[config.mk]
export PLATFORM = sky130hd
export DESIGN_NAME = fetch_controller_flat
export DESIGN_NICKNAME = d
export VERILOG_FILES = /design/src/rtl/fetch_controller_pkg.sv /design/src/rtl/fetch_controller_if.sv /design/src/rtl/fetch_controller_if_id_reg.sv /design/src/rtl/fetch_controller.sv /design/src/flat_wrapper.sv
export SDC_FILE = /design/constraint.sdc
export NUM_CORES = 1
export LEC_CHECK = 0
export CAP_MARGIN = 10
export CORE_MARGIN = 8
export CORE_UTILIZATION = 34
export CTS_CLUSTER_SIZE = 25
export DETAILED_ROUTE_END_ITERATION = 8
export PLACE_DENSITY = 0.78
export SLEW_MARGIN = 20
export SYNTH_ARGS = -nofsm -noshare
export SYNTH_HDL_FRONTEND = slang
export SYNTH_SLANG_ARGS = --single-unit
[constraint.sdc]
create_clock -name clk -period 1.99 [get_ports clk]
set_clock_uncertainty 0.1 [all_clocks]
set_input_delay 0.2985 -clock clk [delete_from_list [all_inputs] [get_ports clk]]
set_output_delay 0.2985 -clock clk [all_outputs]
set_load 0.02 [all_outputs]
[src/rtl/fetch_controller_pkg.sv]
// Shared fetch-stage definitions: FSM state encodings, bubble encoding and
// the IF/ID payload type.
package fetch_controller_pkg;

  localparam logic [1:0] FETCH_ST_BOOT = 2'd0;
  localparam logic [1:0] FETCH_ST_RUN  = 2'd1;
  localparam logic [1:0] FETCH_ST_HALT = 2'd2;

  // Also used by the decode stage to recognise a bubble.
  localparam logic [31:0] NOP_INSTR = 32'h0000_0000;

  typedef struct packed {
    logic [31:0] instr;
    logic [31:0] pc4;
    logic        valid;
  } if_id_t;

  localparam if_id_t IF_ID_BUBBLE = '{instr: NOP_INSTR, pc4: 32'h0, valid: 1'b0};

  // Full 32-bit unsigned compare; a wrapped PC is out of range.
  function automatic logic pc_in_range(input logic [31:0] pc, input logic [31:0] limit);
    return pc < limit;
  endfunction

endpackage

[src/rtl/fetch_controller_if.sv]
// Fetch-stage bus: hazard/redirect inputs, instruction memory port and the
// IF/ID outputs toward decode.
interface fetch_controller_if;

  logic        stall;
  logic        redirect;
  logic [31:0] redirect_pc;
  logic [31:0] imem_addr;
  logic [31:0] imem_instr;
  logic [31:0] if_id_instr;
  logic [31:0] if_id_pc4;
  logic        if_id_valid;
  logic        halted;

  // Fetch controller side.
  modport master (
    input  stall, redirect, redirect_pc, imem_instr,
    output imem_addr, if_id_instr, if_id_pc4, if_id_valid, halted
  );

  // Hazard unit / memory / decode side.
  modport slave (
    output stall, redirect, redirect_pc, imem_instr,
    input  imem_addr, if_id_instr, if_id_pc4, if_id_valid, halted
  );

endinterface

[src/rtl/fetch_controller_if_id_reg.sv]
// IF/ID pipeline register: flush loads a bubble, load captures the fetched
// word, otherwise the contents hold.
module fetch_controller_if_id_reg
  import fetch_controller_pkg::*;
(
  input  logic   clk,
  input  logic   rst_n,
  input  logic   load,
  input  logic   flush,
  input  if_id_t d,
  output if_id_t q
);

  if_id_t q_q, q_d;

  // Flush has priority over load; neither means hold.
  always_comb begin
    q_d = q_q;
    if (flush) begin
      q_d = IF_ID_BUBBLE;
    end else if (load) begin
      q_d = d;
    end
  end

  // Pipeline register state.
  always_ff @(posedge clk or negedge rst_n) begin
    if (!rst_n) begin
      q_q <= IF_ID_BUBBLE;
    end else begin
      q_q <= q_d;
    end
  end

  assign q = q_q;

endmodule

[src/rtl/fetch_controller.sv]
// Fetch controller: owns the PC and the BOOT/RUN/HALT sequencing, drives the
// instruction memory address and feeds the IF/ID register.
module fetch_controller
  import fetch_controller_pkg::*;
#(
  parameter logic [31:0] RESET_PC   = 32'h0000_0000,
  parameter int unsigned IMEM_WORDS = 128
) (
  input  logic               clk,
  input  logic               rst_n,
  fetch_controller_if.master bus
);

  localparam logic [31:0] PcLimit = 32'(IMEM_WORDS * 4);

  logic [1:0]  state_q, state_d;
  logic [31:0] pc_q, pc_d;
  logic        halted_q, halted_d;
  logic        ifid_load, ifid_flush;
  logic [31:0] pc_plus4;
  logic [31:0] redirect_tgt;
  if_id_t      ifid_d, ifid_q;

  assign pc_plus4     = pc_q + 32'd4;
  assign redirect_tgt = {bus.redirect_pc[31:2], 2'b00};

  assign ifid_d = '{instr: bus.imem_instr, pc4: pc_plus4, valid: 1'b1};

  // Next-state, next-PC and IF/ID control decode.
  always_comb begin
    state_d    = state_q;
    pc_d       = pc_q;
    halted_d   = halted_q;
    ifid_load  = 1'b0;
    ifid_flush = 1'b0;
    case (state_q)
      FETCH_ST_BOOT: begin
        state_d    = FETCH_ST_RUN;
        ifid_flush = 1'b1;
      end
      FETCH_ST_RUN: begin
        if (bus.redirect) begin
          // Drop the wrong-path fetch; redirect wins over stall.
          pc_d       = redirect_tgt;
          ifid_flush = 1'b1;
        end else if (bus.stall) begin
          // Hold everything.
        end else if (!pc_in_range(pc_q, PcLimit)) begin
          state_d    = FETCH_ST_HALT;
          halted_d   = 1'b1;
          ifid_flush = 1'b1;
        end else begin
          pc_d      = pc_plus4;
          ifid_load = 1'b1;
        end
      end
      FETCH_ST_HALT: begin
        ifid_flush = 1'b1;
        if (bus.redirect && pc_in_range(redirect_tgt, PcLimit)) begin
          state_d  = FETCH_ST_RUN;
          pc_d     = redirect_tgt;
          halted_d = 1'b0;
        end
      end
      default: begin
        // Unused encoding: restart cleanly.
        state_d    = FETCH_ST_BOOT;
        ifid_flush = 1'b1;
      end
    endcase
  end

  // PC, FSM state and halt flag.
  always_ff @(posedge clk or negedge rst_n) begin
    if (!rst_n) begin
      state_q  <= FETCH_ST_BOOT;
      pc_q     <= RESET_PC;
      halted_q <= 1'b0;
    end else begin
      state_q  <= state_d;
      pc_q     <= pc_d;
      halted_q <= halted_d;
    end
  end

  fetch_controller_if_id_reg u_if_id_reg (
    .clk   (clk),
    .rst_n (rst_n),
    .load  (ifid_load),
    .flush (ifid_flush),
    .d     (ifid_d),
    .q     (ifid_q)
  );

  assign bus.imem_addr   = pc_q;
  assign bus.halted      = halted_q;
  assign bus.if_id_instr = ifid_q.instr;
  assign bus.if_id_pc4   = ifid_q.pc4;
  assign bus.if_id_valid = ifid_q.valid;

endmodule

[src/flat_wrapper.sv]
// flat-port wrapper written by rule: the top's interface ports become plain ports
module fetch_controller_flat import fetch_controller_pkg::*;
#(
  parameter logic [31:0] RESET_PC   = 32'h0000_0000,
  parameter int unsigned IMEM_WORDS = 128
)
  (clk, rst_n, bus_stall, bus_redirect, bus_redirect_pc, bus_imem_instr, bus_imem_addr, bus_if_id_instr, bus_if_id_pc4, bus_if_id_valid, bus_halted);
  fetch_controller_if bus_i ();
  input  logic clk;
  input  logic rst_n;
  input wire logic [$bits(bus_i.stall)-1:0] bus_stall;
  input wire logic [$bits(bus_i.redirect)-1:0] bus_redirect;
  input wire logic [$bits(bus_i.redirect_pc)-1:0] bus_redirect_pc;
  input wire logic [$bits(bus_i.imem_instr)-1:0] bus_imem_instr;
  output wire logic [$bits(bus_i.imem_addr)-1:0] bus_imem_addr;
  output wire logic [$bits(bus_i.if_id_instr)-1:0] bus_if_id_instr;
  output wire logic [$bits(bus_i.if_id_pc4)-1:0] bus_if_id_pc4;
  output wire logic [$bits(bus_i.if_id_valid)-1:0] bus_if_id_valid;
  output wire logic [$bits(bus_i.halted)-1:0] bus_halted;
  assign bus_i.stall = bus_stall;
  assign bus_i.redirect = bus_redirect;
  assign bus_i.redirect_pc = bus_redirect_pc;
  assign bus_i.imem_instr = bus_imem_instr;
  assign bus_imem_addr = bus_i.imem_addr;
  assign bus_if_id_instr = bus_i.if_id_instr;
  assign bus_if_id_pc4 = bus_i.if_id_pc4;
  assign bus_if_id_valid = bus_i.if_id_valid;
  assign bus_halted = bus_i.halted;
  fetch_controller #(.RESET_PC(RESET_PC), .IMEM_WORDS(IMEM_WORDS)) u_core (.clk(clk), .rst_n(rst_n), .bus(bus_i));
endmodule
==> images/clk_routes.png <==
(4 px per um)
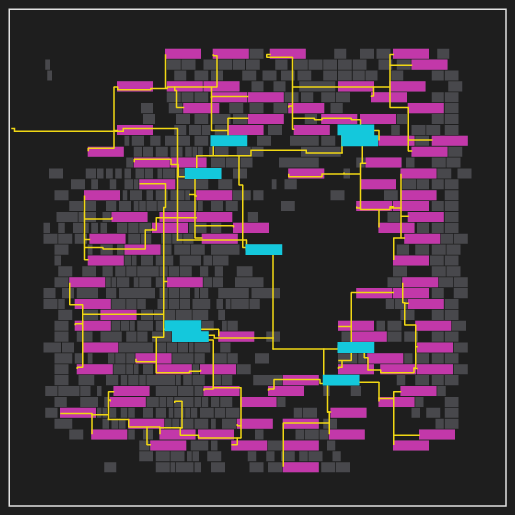
[magenta] flip-flops | count: 97
[yellow] clock wires | length: 1130 um
[cyan] clock drivers | count: 9
flops lie: spread over the die
clock network power: 1.68 mW
clock power share: 0.267
Clk Latency, worst-skew pair: 0.33 ns

==> images/cell_density.png <==
(2 px per um) 12 x 12 tiles, from black (low) to pale yellow (high), 0 to 100% covered.
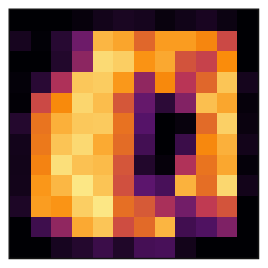
nearly empty tiles: 17%
mean over tiles: 43%
fullest tile: 95%
core area: 0.0114 sq mm
Init Core Util: 0.348
Util after Layout: 0.592

==> images/detail.png <==
Window x 49 to 74, y 49 to 74 um. Cells in gray, sequential cells in the stronger gray; small squares are vias.
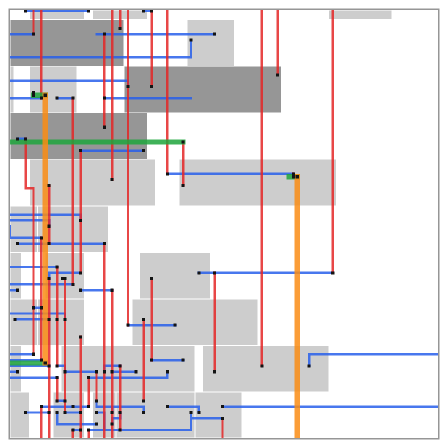
| color | layer |
|---|---|
| green | metal 3 |
| orange | metal 4 |
| red | metal 2 |
| blue | metal 1 |
sequential cells in the window: 3
cells with their middle in the window: 20

==> qor.txt <==
Cycle use final: 1.09
P_comb: 2.15 mW
Avg Inst Size Synth: 11.9 sq um
Total gr overflow: 0
Final hold slack: 0.113 ns
Initial DRT Pass Iterations: 6
Met3 Usage GRT: 0.0544
Count of library flops with an enable pin: 0
CTS root buf: clkbuf_16
Setup Buffers After CTS: 15
Arr. time, crit path: 2.32 ns
Post-Synth Adder-Cell Area: 0.00317
Post-synth ARST share: 1.00
Failing checks: negative setup slack
Critical Path Stages: 7
Vias in the first global route: 3903
Distinct lib cells used: 43
Grt met1 use: 0.207
Slew @ Worst Pin: 0.533 ns
Max layer used: met4
Main flop type: dfrtp_1
Yosys chip area: 0.00395 sq mm
Dpl hpwl: 9290 um
Pre-CTS WS: -0.644 ns
Crit path kind: reg2reg
PostCTS Resize Cnt: 58
Largest net degree at the start of global routing: 48
CP bufs+invs: 2
Cells after synthesis: 333
Crit Reg-Reg Startpoint: u_core.bus.imem_addr[12]$_DFFE_PN0P_
Maximum vdd drop: 0.000622 V
Hold depth: 3
Largest area contributor in the netlist: dfrtp_1
Die Ht: 124 um
Final Max Slew Viols: 0
Logic pwr share: 0.343
Most frequent cells in the layout: 136 x clkdlybuf4s50_1, 97 x dfrtp_1, 48 x buf_4
Synth Cell Area: 0.00395 sq mm
FF-to-FF path depth: 7
Hold path endpoint: u_core.bus.imem_addr[15]$_DFFE_PN0P_
RSZ-0062 raised after global routing: yes
Met3 WL: 1300 um
Crit path capture type: register
Ports: 166
Reg clk slew, reported paths: 0.07 ns
# Cells Yosys: 333
Row count: 39
CP max stage cell: o41a_1
Final Total Pwr: 6.29 mW
DRC: 0
Crit path launch type: register
LEAKAGE: 3.03 nW
Status: complete, but fails checks
Final worst-path setup slack: -0.184 ns
Hold-fix buffers, CTS: 1
Relative slew slack: 0.645
Busiest grt layer: met2
Area of the die: 0.0153 sq mm
Area leader share: 0.614
Routed WL per cell: 20.0 um
Routability-driven placement congestion ratio: 0.870
Crit path cell chain: nor4_2, buf_4, nand4_1, o41a_1, buf_4, and2_4, o211ai_1
Final setup vio count: 61
Post-Synth XOR/XNOR Area: 0.0133
Cell area leaders: dfrtp_1 61%, a22o_1 8.9%, and2_1 3.8%
[area by class of cell]
class / instances / area [sq um] / share of cell area
flip-flops and latches: 97 / 2430 / 0.361
clock inverters: 2 / 10.0 / 0.00149
inverters: 1 / 3.75 / 0.000558
repair buffers: 226 / 2260 / 0.335
multi-input cells: 214 / 1570 / 0.234
well taps: 143 / 179 / 0.0266
clock buffers: 14 / 284 / 0.0422
[cells in the mapped netlist, drive strengths merged, types with 4 or more instances]
master	instances
nor4	12
nand3	23
mux2	9
nand4	5
nand2	22
and2	25
nor2	11
o21ai	14
a21oi	5
a22o	40
clkbuf	14
dfrtp	97
buf	11
o22a	5
a31oi	4
[registers in the layout (all words and copies together) (netlist names)]
register              count
u_core.u_if_id_reg.q     64
u_core.bus.imem_addr     30
u_core.bus.halted         1
u_core.state_q            2
Power is estimated from default activity; no workload was simulated.
